--- src/rtl/reg_file_wb_sink_pkg.sv ---
`default_nettype none
// ============================================================================
// Module      : reg_file_wb_sink_pkg
// Description : Shared widths and types for the write-back register file,
//               reused by the write stage and decode.
// Revision    : 1.0 - initial release
// ============================================================================
package reg_file_wb_sink_pkg;

    localparam int c_DATA_W   = 16;
    localparam int c_ADDR_W   = 3;
    localparam int c_NUM_REGS = 2 ** c_ADDR_W;
    localparam int c_CNT_W    = 2;

    typedef logic [c_ADDR_W-1:0] reg_addr_t;
    typedef logic [c_DATA_W-1:0] data_word_t;

endpackage
`default_nettype wire

--- src/rtl/reg_file_wb_sink_scoreboard.sv ---
`default_nettype none
// ============================================================================
// Module      : reg_scoreboard
// Description : Per-register pending-write counters, source/saturation hazard
//               detection, decode stall and sticky write-back error flag.
// Revision    : 1.0 - initial release
// ============================================================================
module reg_scoreboard
    import reg_file_wb_sink_pkg::*;
#(
    parameter int ADDR_W   = c_ADDR_W,
    parameter int CNT_W    = c_CNT_W,
    parameter int ZERO_REG = 0,
    parameter int NUM_REGS = 2 ** ADDR_W
) (
    input  logic                clk,
    input  logic                rst,
    input  logic                i_wb_write,
    input  logic [ADDR_W-1:0]   i_wb_addr,
    input  logic [ADDR_W-1:0]   i_rs_addr,
    input  logic [ADDR_W-1:0]   i_rt_addr,
    input  logic                i_issue_valid,
    input  logic                i_issue_uses_rs,
    input  logic                i_issue_uses_rt,
    input  logic                i_issue_writes,
    input  logic [ADDR_W-1:0]   i_issue_rd,
    output logic                o_stall,
    output logic [NUM_REGS-1:0] o_pend_mask,
    output logic                o_sb_error
);

    localparam logic [CNT_W-1:0] c_CNT_MAX = '1;
    localparam logic [CNT_W-1:0] c_CNT_ONE = CNT_W'(1);

    logic [CNT_W-1:0]    r_cnt [NUM_REGS];
    logic                r_sb_error;

    logic                w_zr;
    logic                w_wb_tracked;
    logic                w_rs_tracked;
    logic                w_rt_tracked;
    logic                w_rd_tracked;
    logic [CNT_W-1:0]    w_cnt_rs;
    logic [CNT_W-1:0]    w_cnt_rt;
    logic [CNT_W-1:0]    w_cnt_rd;
    logic [CNT_W-1:0]    w_cnt_wb;
    logic                w_haz_rs;
    logic                w_haz_rt;
    logic                w_sat_haz;
    logic                w_stall;
    logic                w_accept;
    logic [NUM_REGS-1:0] w_inc;
    logic [NUM_REGS-1:0] w_dec;

    // With a hardwired zero register, address 0 is invisible to the scoreboard.
    assign w_zr         = (ZERO_REG != 0);
    assign w_wb_tracked = i_wb_write && !(w_zr && (i_wb_addr == '0));
    assign w_rs_tracked = !(w_zr && (i_rs_addr == '0));
    assign w_rt_tracked = !(w_zr && (i_rt_addr == '0));
    assign w_rd_tracked = !(w_zr && (i_issue_rd == '0));

    assign w_cnt_rs = r_cnt[i_rs_addr];
    assign w_cnt_rt = r_cnt[i_rt_addr];
    assign w_cnt_rd = r_cnt[i_issue_rd];
    assign w_cnt_wb = r_cnt[i_wb_addr];

    // A lone producer writing back now is covered by the read bypass.
    assign w_haz_rs = i_issue_uses_rs && w_rs_tracked && (w_cnt_rs != '0)
                   && !((w_cnt_rs == c_CNT_ONE) && w_wb_tracked && (i_wb_addr == i_rs_addr));
    assign w_haz_rt = i_issue_uses_rt && w_rt_tracked && (w_cnt_rt != '0)
                   && !((w_cnt_rt == c_CNT_ONE) && w_wb_tracked && (i_wb_addr == i_rt_addr));
    assign w_sat_haz = i_issue_writes && w_rd_tracked && (w_cnt_rd == c_CNT_MAX)
                   && !(i_wb_write && (i_wb_addr == i_issue_rd));

    assign w_stall  = i_issue_valid && (w_haz_rs || w_haz_rt || w_sat_haz);
    assign w_accept = i_issue_valid && !w_stall;

    for (genvar gi = 0; gi < NUM_REGS; gi++) begin : g_flags
        assign w_inc[gi] = w_accept && i_issue_writes && w_rd_tracked
                        && (i_issue_rd == ADDR_W'(gi));
        assign w_dec[gi] = w_wb_tracked && (i_wb_addr == ADDR_W'(gi))
                        && (r_cnt[gi] != '0);
        assign o_pend_mask[gi] = (r_cnt[gi] != '0);
    end

    always_ff @(posedge clk) begin
        if (rst) begin
            for (int i = 0; i < NUM_REGS; i++) begin
                r_cnt[i] <= '0;
            end
        end else begin
            for (int i = 0; i < NUM_REGS; i++) begin
                if (w_inc[i] && !w_dec[i]) begin
                    r_cnt[i] <= r_cnt[i] + c_CNT_ONE;
                end else if (w_dec[i] && !w_inc[i]) begin
                    r_cnt[i] <= r_cnt[i] - c_CNT_ONE;
                end
            end
        end
    end

    always_ff @(posedge clk) begin
        if (rst) begin
            r_sb_error <= 1'b0;
        end else if (w_wb_tracked && (w_cnt_wb == '0)) begin
            r_sb_error <= 1'b1;
        end
    end

    assign o_stall    = w_stall;
    assign o_sb_error = r_sb_error;

endmodule
`default_nettype wire

--- src/rtl/reg_file_wb_sink.sv ---
`default_nettype none
// ============================================================================
// Module      : reg_file_wb_sink
// Description : Register file fed by write-back, two bypassed combinational
//               read ports and a pending-write scoreboard driving decode stall.
// Revision    : 1.0 - initial release
// ============================================================================
module reg_file_wb_sink
    import reg_file_wb_sink_pkg::*;
#(
    parameter int DATA_W   = c_DATA_W,
    parameter int ADDR_W   = c_ADDR_W,
    parameter int ZERO_REG = 0,
    parameter int CNT_W    = c_CNT_W
) (
    input  logic                    clk,
    input  logic                    reset,
    input  logic                    wbWrite,
    input  logic [ADDR_W-1:0]       wbAddr,
    input  logic [DATA_W-1:0]       wbData,
    input  logic [ADDR_W-1:0]       rsAddr,
    input  logic [ADDR_W-1:0]       rtAddr,
    output logic [DATA_W-1:0]       rsData,
    output logic [DATA_W-1:0]       rtData,
    input  logic                    issueValid,
    input  logic                    issueUsesRs,
    input  logic                    issueUsesRt,
    input  logic                    issueWrites,
    input  logic [ADDR_W-1:0]       issueRd,
    output logic                    stall,
    output logic [(2**ADDR_W)-1:0]  pendMask,
    output logic                    sbError
);

    localparam int c_NUM = 2 ** ADDR_W;

    logic [DATA_W-1:0] r_regs [c_NUM];
    logic              w_zr;
    logic              w_wb_ok;

    assign w_zr    = (ZERO_REG != 0);
    assign w_wb_ok = wbWrite && !(w_zr && (wbAddr == '0));

    always_ff @(posedge clk) begin
        if (reset) begin
            for (int i = 0; i < c_NUM; i++) begin
                r_regs[i] <= '0;
            end
        end else if (w_wb_ok) begin
            r_regs[wbAddr] <= wbData;
        end
    end

    // Same-cycle write-back takes priority over stored contents.
    assign rsData = (w_zr && (rsAddr == '0))     ? '0     :
                    (w_wb_ok && (wbAddr == rsAddr)) ? wbData : r_regs[rsAddr];
    assign rtData = (w_zr && (rtAddr == '0))     ? '0     :
                    (w_wb_ok && (wbAddr == rtAddr)) ? wbData : r_regs[rtAddr];

    reg_scoreboard #(
        .ADDR_W   (ADDR_W),
        .CNT_W    (CNT_W),
        .ZERO_REG (ZERO_REG),
        .NUM_REGS (c_NUM)
    ) u_scoreboard (
        .clk             (clk),
        .rst             (reset),
        .i_wb_write      (wbWrite),
        .i_wb_addr       (wbAddr),
        .i_rs_addr       (rsAddr),
        .i_rt_addr       (rtAddr),
        .i_issue_valid   (issueValid),
        .i_issue_uses_rs (issueUsesRs),
        .i_issue_uses_rt (issueUsesRt),
        .i_issue_writes  (issueWrites),
        .i_issue_rd      (issueRd),
        .o_stall         (stall),
        .o_pend_mask     (pendMask),
        .o_sb_error      (sbError)
    );

endmodule
`default_nettype wire

--- config.mk ---
export PLATFORM = sky130hd
export DESIGN_NAME = reg_file_wb_sink
export DESIGN_NICKNAME = d
export VERILOG_FILES = /design/src/rtl/reg_file_wb_sink_pkg.sv /design/src/rtl/reg_file_wb_sink_scoreboard.sv /design/src/rtl/reg_file_wb_sink.sv
export SDC_FILE = /design/constraint.sdc
export NUM_CORES = 1
export LEC_CHECK = 0
export ABC_AREA = 1
export CAP_MARGIN = 30
export CORE_MARGIN = 10
export CORE_UTILIZATION = 30
export DETAILED_ROUTE_END_ITERATION = 10
export GPL_ROUTABILITY_DRIVEN = 0
export PLACE_DENSITY = 0.45
export SLEW_MARGIN = 30
export SYNTH_ARGS = -nofsm -noshare
export SYNTH_HDL_FRONTEND = slang
export SYNTH_SLANG_ARGS = --single-unit
--- constraint.sdc ---
create_clock -name clk -period 1.9 [get_ports clk]
set_clock_uncertainty 0.1 [all_clocks]
set_input_delay 0.19 -clock clk [delete_from_list [all_inputs] [get_ports clk]]
set_output_delay 0.19 -clock clk [all_outputs]
set_load 0.02 [all_outputs]
Figure 1. Clock routing (run 1).
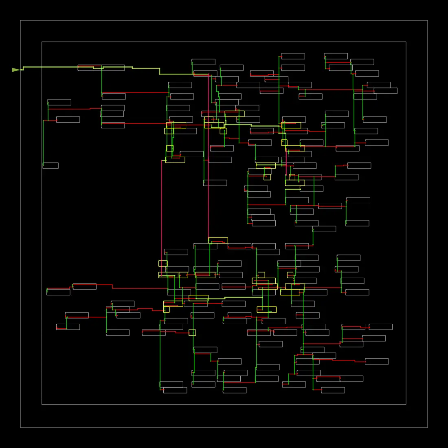
Latency at later pin: 0.43 ns
TritonCTS Buffers: 17
clk_buf instances: 17
seq_cells: 145

Figure 2. Metal 3 (run 1).
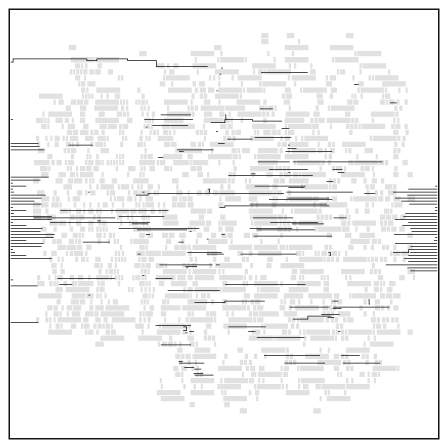
longest straight run: 61.0 um
wire length on this layer: 2,230 um
nets with wire on the layer: 140

Figure 3. Close-up of the layout (run 1).
Window x 76 to 116, y 76 to 116 um. Cells in grey, sequential cells in the stronger grey; small squares are vias.
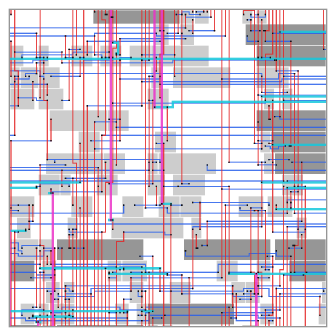
| layer | colour |
|---|---|
| M1 | blue |
| M2 | red |
| M4 | magenta |
| M3 | cyan |
most frequent: buf_4 (15), nor2_1 (11), edfxtp_1 (10)
sequential cells in the window: 10
cells with their middle in the window: 80
netlist names of flops here include: r_regs (10)

==> Changelog: implementation, run 1 <==
### Implementation results

* Syn avg cell area at 7.68 um^2
* Seq/total area at 34.7%
* Logic Gate Count at about 800
* Main synth FF type: edfxtp_1
* First-pass GRT wire length at 51.7 mm
* Gate Count Post-Synth at 1,160
* Largest cell class: flip-flops and latches
* Outcome: finished, violations left
* Vias in the first global route at 8,765
* Drt total wl at approximately 35 mm
* Unrepaired setup endpoints after global routing: yes
* OpenROAD warning count at 29
* Met3 usage at 3.56%
* Met3 wire len at between 2 and 2.5 mm
* Pre-CTS setup slack at -1.09 ns
* Critical-path maximum fanout at 5
* Routed WL per cell at 20.0 um
* Max-slew headroom at around 70%
* CP delay by family, top: simple AND/OR/NAND/NOR gates
* Complex Gates by Area at between 10% and 20%
* Failing checks: negative setup slack
* Grt met1 use at between 20% and 30%
* Max incr delay on CP at 0.41 ns
* Comb area leader: simple AND/OR/NAND/NOR gates
* Highest layer used for signal routing: met4
* Registers, synthesis at 145
* FF-to-FF setup slack at -0.27 ns
* Slew Limit Fails at 0
* Yosys stat chip area at between 8000 and 9000 um^2
* Metal2 WL at 16.8 mm
* Hold-fix buffers, CTS at 0
* Sequential Area at 4340 um^2
* Area leader share at 48.5%
* Critical path buffers and inverters at 3
* Adders+Majority by Area at less than 1%
* Crit path launch: u_scoreboard.r_cnt[1][1]
* Die X at a little under 200 um
* Max-cap viol count at 0
* Cycle use final at 114%
* MUX area fraction at less than 1%
* Critical Path Stages at 13
* Async SR Flop Fraction at 0%
* Boundary Pins at 77
* R2r endpoint: u_scoreboard.r_cnt[3][1]
* Final Worst Setup Slack at -0.267 ns
* Clk tree area frac at 4.59%
* GRT overflow at 0
* Number of nets in the layout at 1,408
* Layout Area Growth over Synthesis at 40.4%
* Endpoints failing hold at 0
* Sequence of cells on the critical path: buf_6 > nand2_1 > nand3_1 > a21oi_2 > nand2_1 > nand3_2 > nand3_4 > nor2_4 > buf_6 > nand3_2 > nand2_2 > inv_2 > nand2_2
* CP Capture Type: flip-flop
* Ant diodes at 0
* Max reg flops at roughly 130
* TritonCTS clock tree: yes
* Htree depth at 4
* Met2 Resource Use GR at between 30% and 40%
* Top post-synthesis cells by count: nand2_1, nor2_1, edfxtp_1, o21ai_0, inv_1
* DR pass1 iterations at 6
* Mapped Nets at 1,196
* Invs w/o clock at around 130
* Power per standard cell area at roughly 740 nW/um^2
* Worst EP required at about 2.0 ns
* Final ANT Viol Nets at 0
* Worst-path clk slew at around 0.07 ns
* Root buffer cell: clkbuf_16
* Residual DRC at 0
* CP Data Arrival Time at 2.21 ns
* Sink Count at between 100 and 150
* Initial antenna violation count at 0
* Final setup fails at 35
* Register share after synthesis at between 40% and 50%
* DR iter-0 viols at roughly 720
* Cell taking the most area after synthesis: edfxtp_1
* Via Count at between 9,000 and 10,000
* Row count at 63
* Busiest grt layer: met2
* Tightest Pin Transition at between 0.4 and 0.5 ns
* Most frequent cell after synthesis: nand2_1
* Achievable Freq at ~0.46 GHz
* Top Layout Cells: nor2_1, nand2_1, buf_4
run 1: power by group:
part           switching (mW)  internal [mW]  total, mW
Clock                    1.55           1.85       3.40
Sequential             0.0905           3.72       3.81
Combinational            1.27          0.833       2.10
run 1: metrics by stage:
stage | utilization (%) | hold slack (ns) | area, um^2 | std cells
2_1_floorplan | - | 0.411 | 8910 | 1160
3_3_place_gp | 39.1 | 0.340 | 11500 | 1746
3_5_place_dp | 39.1 | 0.345 | 11500 | 1746
4_1_cts | 41.4 | 0.358 | 12200 | 1771
5_1_grt | 42.4 | 0.302 | 12500 | 1774
6_report | 42.4 | 0.243 | 12500 | 1774
run 1: timing repair:
item	4_1_cts	5_1_grt
setup buffers	4	6
cloned	1	2
pin swaps	31	53
endpoints found under the setup margin	119	83
resized	327	129
## Run 2: what changed since run 1
Settings changed: CELL_PAD_IN_SITES_DETAIL_PLACEMENT set to 2, CELL_PAD_IN_SITES_GLOBAL_PLACEMENT set to 2, CTS_CLUSTER_DIAMETER set to 200, PLACE_DENSITY 0.45 to 0.7.
==> Changelog: implementation, run 2 <==
### Implementation results

* Outcome: finished, violations left
* Failing checks: negative setup slack
* Routed WL per cell at approximately 24 um
* Htree depth at 4
* Total global-route track usage at approximately 23%
* Vias in the first global route at roughly 10,000
* Post_cts resized at about 370
* Endpoints failing hold at 0
* Drt total wl at 42.4 mm
* Critical Path Stages at 15
* Async SR Flop Fraction at 0%
* Post-layout util at between 40% and 50%
* Switching part of the total at about a third
* CP delay by family, top: simple AND/OR/NAND/NOR gates
* CP Capture Type: flip-flop
* Critical-path maximum fanout at 3
* Fin cells at 1,793
* CP Data Arrival Time at about 2.3 ns
* Sink Count at 145
* Sequence of cells on the critical path: inv_2 > buf_6 > nand2_1 > nand3_1 > nand2_1 > nor2_1 > nand2_1 > nand3_4 > nand3_4 > buf_4 > buf_6 > nor3_4 > inv_1 > nand2_2 > nand3_2
* TritonCTS clock tree: yes
* Max-slew headroom at about three quarters
* Hold-fix buffers, CTS at 0
* Crit path launch: u_scoreboard.r_cnt[4][1]
* Final setup fails at 39
* Seq group at 3.83 mW
* Placed Instance Area at approximately 12,000 um^2
* Syn avg cell area at 7.68 um^2
* Initial antenna violation count at 0
* Top post-synthesis cells by count: nand2_1, nor2_1, edfxtp_1, o21ai_0, inv_1
* DR pass1 iterations at 6
* Final Worst Setup Slack at -0.340 ns
* Cell taking the most area after synthesis: edfxtp_1
* Slew Limit Fails at 0
* Power per standard cell area at roughly 750 nW/um^2
* DR iter-0 viols at 502
* Gate Count Post-Synth at around 1,200
* LEAKAGE at 5.41 nW
* Ant diodes at 0
* Layout Area Growth over Synthesis at 44.0%
* Max-cap viol count at 0
* Sequential Power Share at between 30% and 40%
* Area leader share at between 40% and 50%
* Cell Type Count at 32
* Achievable Freq at between 0.4 and 0.5 GHz
* Clock share of power at around 37%
* Latency at later pin at around 0.43 ns
* Comb power frac at between 20% and 30%
* Die X at 192 um
* Max incr delay on CP at 0.41 ns
* R2r endpoint: u_scoreboard.r_cnt[0][0]
* Switch Pwr at around 3.0 mW
* Worst EP required at 1.98 ns
* Via Count at approximately 9,600
* Top Consumer: registers
* Fin Hold WS at between 0.2 and 0.3 ns
* Tightest Pin Transition at ~0.38 ns
* Final ANT Viol Nets at 0
* Critical path buffers and inverters at 5
* Worst-path clk slew at 0.07 ns
* Most frequent cell after synthesis: nand2_1
* Die height at around 190 um
* Pre-CTS setup slack at -0.950 ns
* FF-to-FF setup slack at -0.34 ns
* Mapped Nets at between 1,000 and 1,500
* Main synth FF type: edfxtp_1
* Number of nets in the layout at ~1,400
* Yosys stat chip area at about 8900 um^2
* Power Internal at 6.63 mW
* Placed insts at roughly 1,700
* TritonCTS Buffers at 17
* Top Layout Cells: nor2_1, buf_4, nand2_1
* Register share after synthesis at between 40 and 50%
* Cycle use final at 118%
* Residual DRC at 0
* Root buffer cell: clkbuf_16
* Final instance area at 12,800 um^2
* First-pass GRT wire length at between 60 and 70 mm
-- run 2: metal layers --
layer  GRT usage (%)  share of wire (%)
met5               0                  0
met4            8.26                3.6
met3            3.25                3.2
met2            39.8                 51
met1            27.2                 42
-- run 2: kinds of logic after synthesis --
family	count (synthesis)	synth area share, %
flip-flops	145	48.7
AND/OR/NAND/NOR	525	24.0
buffers and inverters	200	8.82
multiplexers	1	0.112
AND-OR/OR-AND	288	18.2
adder cells (fa/ha/maj)	1	0.140
-- run 2: layout make-up --
type,instances,share of cell area (%)
clock buffer,18,3.34
multi-input combinational,815,33.4
clock inverter,14,1.33
timing repair buffer,285,20.6
tap,390,3.80
inverter,126,3.71
sequential,145,33.8
Figure 4. Metal 3 (run 2).
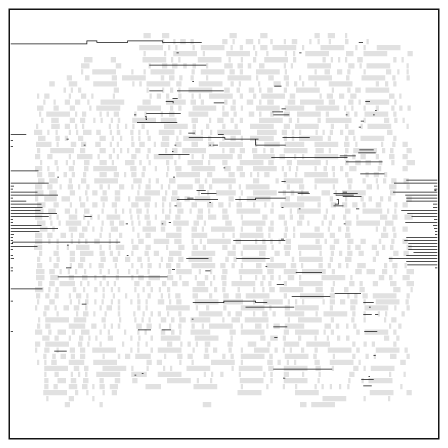
share of all routed wire: 3.2%
wire length on this layer: 1,360 um
nets with wire on the layer: 118
main direction: horizontal

Figure 5. Signal metal coverage by tile (run 2).
The bar under the picture is 50 um long. The die is cut into 38 by 38 equal tiles; white is low, dark blue is high, scaled to the fullest tile. Values are wire area over tile area, all layers added.
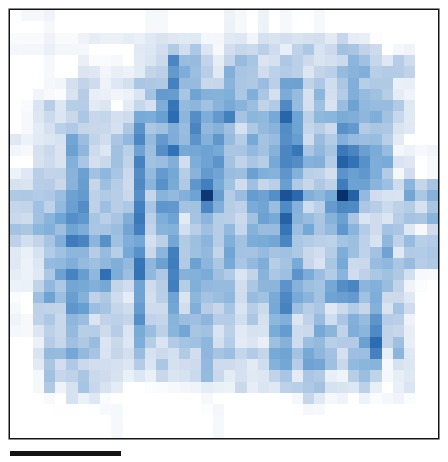
densest ninth of the die: middle
tiles over half the peak: 12%
fullest tile: 0.68
nearly empty tiles: 19%

Figure 6. Clock routing (run 2).
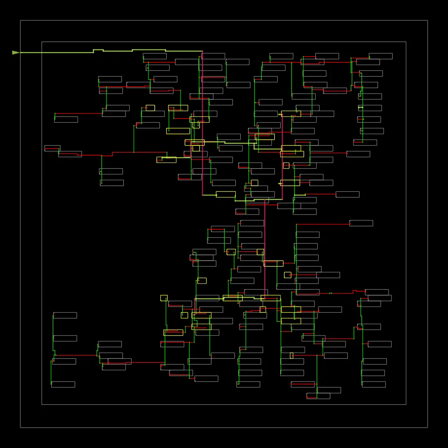
clk_buf instances: 18
Clk. pwr: 3.54 mW

## Run 3: what changed since run 2
Settings changed: MAX_ROUTING_LAYER set to met4, SKIP_LAST_GASP set to 1, SLEW_MARGIN 30 to 20.
==> Changelog: implementation, run 3 <==
### Implementation results

* Endpoints failing hold at 0
* Post_cts resized at 342
* Mapped Nets at about 1,200
* Logic area at 4250 um^2
* Crit path launch: u_scoreboard.r_cnt[4][1]
* Syn avg cell area at a little under 8 um^2
* MUX area fraction at less than 1%
* Final instance area at roughly 13,000 um^2
* Min-delay worst type: input port to flip-flop
* Routed WL per cell at 23.8 um
* Xor+xnor area frac at 0%
* Seq group at between 3 and 4 mW
* Unrepaired setup endpoints after global routing: yes
* Seq/total area at about 34%
* Power Internal at around 6.6 mW
* Simple-gate area share of the yosys netlist at between 20% and 30%
* Logic Gate Count at 815
* Busiest grt layer: met2
* Tightest Pin Transition at 0.395 ns
* Most frequent cell after synthesis: nand2_1
* Ant diodes at 0
* Comb. pwr at ~2.3 mW
* Register share after synthesis at approximately 50%
* Comb power frac at a little under a quarter
* R2R Path Start: u_scoreboard.r_cnt[4][1]
* Final setup fails at around 41
* Clk tree area frac at under 10%
* Area leader share at between 40% and 50%
* Cell mode on critical path: nand2_1
* Layout Area Growth over Synthesis at 43.4%
* Pre-CTS setup slack at -0.950 ns
* Post-CTS Setup Inserts at 16
* Top Consumer: registers
* Invs w/o clock at roughly 130
* Die height at between 150 and 200 um
* Final ANT Viol Nets at 0
* Cell area leaders: edfxtp_1, nand2_1, nor2_1
* Latency at later pin at ~0.43 ns
* Failing checks: negative setup slack
* Repair and plain buffers at 285
* Worst-path clk slew at about 0.070 ns
* Boundary Pins at 77
* Worst EP required at a little under 2 ns
* Crit path kind: flip-flop to flip-flop
* LEAKAGE at about 5.4 nW
* CP delay by family, top: simple AND/OR/NAND/NOR gates
* OpenROAD warning count at 29
* Hold-fix buffers, CTS at 0
* Combinational share of cell area at 33.2%
* Cycle use final at 118%
* Most used logic cell in the final layout: buf_4
* Via density at ~5.3
* Critical-path maximum fanout at 3
* Clock Path Buffers at 2
* Gate Count Post-Synth at 1,160
* Row count at ~63
* Sequential Area at approximately 4300 um^2
* Number of nets in the layout at 1,426
* Num tapcells at approximately 390
* Drt total wl at ~43 mm
* FF-to-FF setup slack at -0.35 ns
* Max VDD drop at approximately 0.56 mV
* Die X at 192 um
* Critical Path Stages at 15
* Slew Limit Fails at 0
* DP Wirelength at 29.2 mm
* Setup tns final at -8.55 ns
* Yosys stat chip area at ~8900 um^2
* Max-cap viol count at 0
* Non-clock buffer share at about a fifth
* Complex Gates by Area at between 15 and 20%
* Cell Type Count at 32
* TritonCTS clock tree: yes
* Vias in the first global route at 10,442
* Post-Synthesis Cell Area at slightly below 9000 um^2
* Switching part of the total at around a third
* Async SR Flop Fraction at 0%
* CP Capture Type: flip-flop
* Fin cells at 1,793
* Worst-case reg-to-reg path depth at 15
* CORE AREA at a little under 30,000 um^2
* Sequence of cells on the critical path: inv_2 > buf_6 > nand2_1 > nand3_1 > nand2_1 > nor2_1 > nand2_1 > nand3_4 > nand3_4 > buf_4 > buf_4 > nor3_4 > inv_1 > nand2_2 > nand3_2
* Met2 Resource Use GR at ~40%
* Largest cell class: flip-flops and latches
* Top post-synthesis cells by count: nand2_1, nor2_1, edfxtp_1, o21ai_0, inv_1
* Registers, synthesis at approximately 150
* First-pass GRT wire length at about 63 mm
* Placed Instance Area at 11,500 um^2
* Achievable Freq at approximately 0.45 GHz
* Fin crit period at 2.25 ns
* Grt met1 use at a little over a quarter
* Main synth FF type: edfxtp_1
* Root buffer cell: clkbuf_16
* GRT overflow at 0
* Post-synth EDFFs at around 140
* R2r endpoint: u_scoreboard.r_cnt[0][0]
* Post-layout util at a little over two fifths
* Metal2 WL at between 20 and 25 mm
* Top Layout Cells: buf_4, nor2_1, nand2_1
* Max-slew headroom at approximately three quarters
* Met3 wire len at around 1.5 mm
* Comb area leader: simple AND/OR/NAND/NOR gates
* Cell taking the most area after synthesis: edfxtp_1
* Initial antenna violation count at 0
* Syn. warnings at 0
* Htree depth at 4
* Met3 usage at 3.22%
* Fin Hold WS at 0.272 ns
* Residual DRC at 0
* DR iter-0 viols at 509
* Placed insts at 1,744
* Seq_cells at 145
* Clk_buf instances at 18
* Final Worst Setup Slack at -0.346 ns
* Max incr delay on CP at 0.41 ns
* Fillers at 3,339
* Power per standard cell area at around 760 nW/um^2
* Switch Pwr at around 3.0 mW
* Highest layer used for signal routing: met4
* Via Count at about 9,500
* M1 WL at 18.0 mm
* Sequential Power Share at roughly two fifths
* Critical path buffers and inverters at 5
* DR pass1 iterations at 4
* Adders+Majority by Area at 0.140%
* Total global-route track usage at between 20% and 30%
* CP Data Arrival Time at approximately 2.3 ns
* Outcome: finished, violations left
* Max reg flops at ~130
* TritonCTS Buffers at 17
* Clock share of power at 36.6%
* Fp util at between 30% and 40%
run 3: worst min-delay path by stage:
stage | depth (start not counted) | startpoint | endpoint | slack [ns]
floorplan | 2 | issueValid | stall | 0.41
global placement | 2 | u_scoreboard.o_sb_error | u_scoreboard.o_sb_error | 0.34
detailed placement | 2 | u_scoreboard.o_sb_error | u_scoreboard.o_sb_error | 0.36
CTS | 5 | wbAddr[2] | u_scoreboard.o_sb_error | 0.34
global route | 5 | wbAddr[2] | u_scoreboard.o_sb_error | 0.31
finish | 5 | wbAddr[2] | u_scoreboard.o_sb_error | 0.27
run 3: cell families after synthesis:
family,count (synthesis)
compound gates,288
fa+ha+maj,1
flops,145
mux,1
buf+inv,200
simple gates,525
Figure 7. Close-up of the layout (run 3).
Window x 76 to 116, y 76 to 116 um. Cells in grey, sequential cells in the stronger grey; small squares are vias.
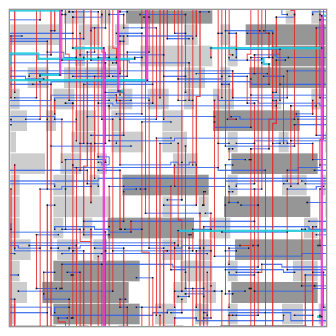
| layer | colour |
|---|---|
| M2 | red |
| M3 | cyan |
| M1 | blue |
| M4 | magenta |
netlist names of flops here include: r_regs (14)
most frequent: nor2_1 (17), buf_4 (14), edfxtp_1 (14)
sequential cells in the window: 14
cells with their middle in the window: 78

Figure 8. Clock routing (run 3).
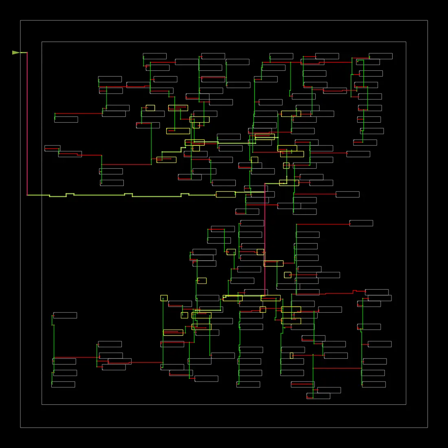
Clk. pwr: 3.53 mW
Sink Count: 145

Figure 9. Signal metal coverage by tile (run 3).
The bar under the picture is 50 um long. The die is cut into 38 by 38 equal tiles; white is low, dark blue is high, scaled to the fullest tile. Values are wire area over tile area, all layers added.
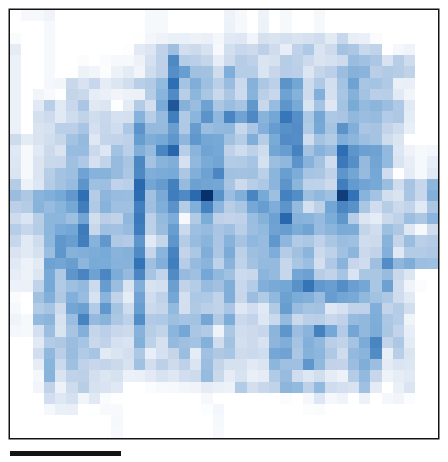
fullest tile: 0.68
emptiest ninth of the die: top left
mean over tiles: 0.18
nearly empty tiles: 20%
tiles over half the peak: 12%


## Gallery

Routed clock nets over the placement.
The bar under the picture is 50 um long.
Plate I
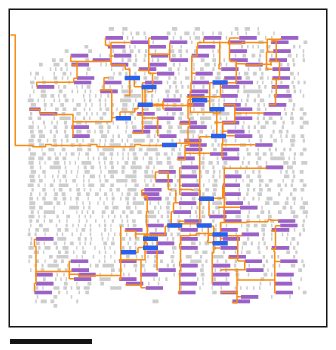
Plate II
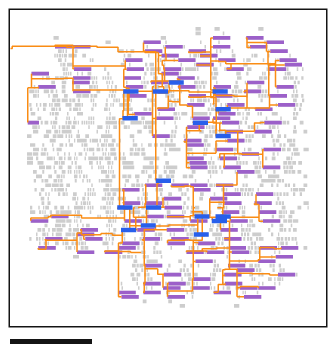
- Plate I = run 3
- Plate II = run 1

Key to Plate II:
[clock-net drivers] blue | count: 17
[clock wires] orange | length: 2,290 um
[flip-flops] purple | count: 145
routed clock nets: 18

Power is estimated from default activity; no workload was simulated.
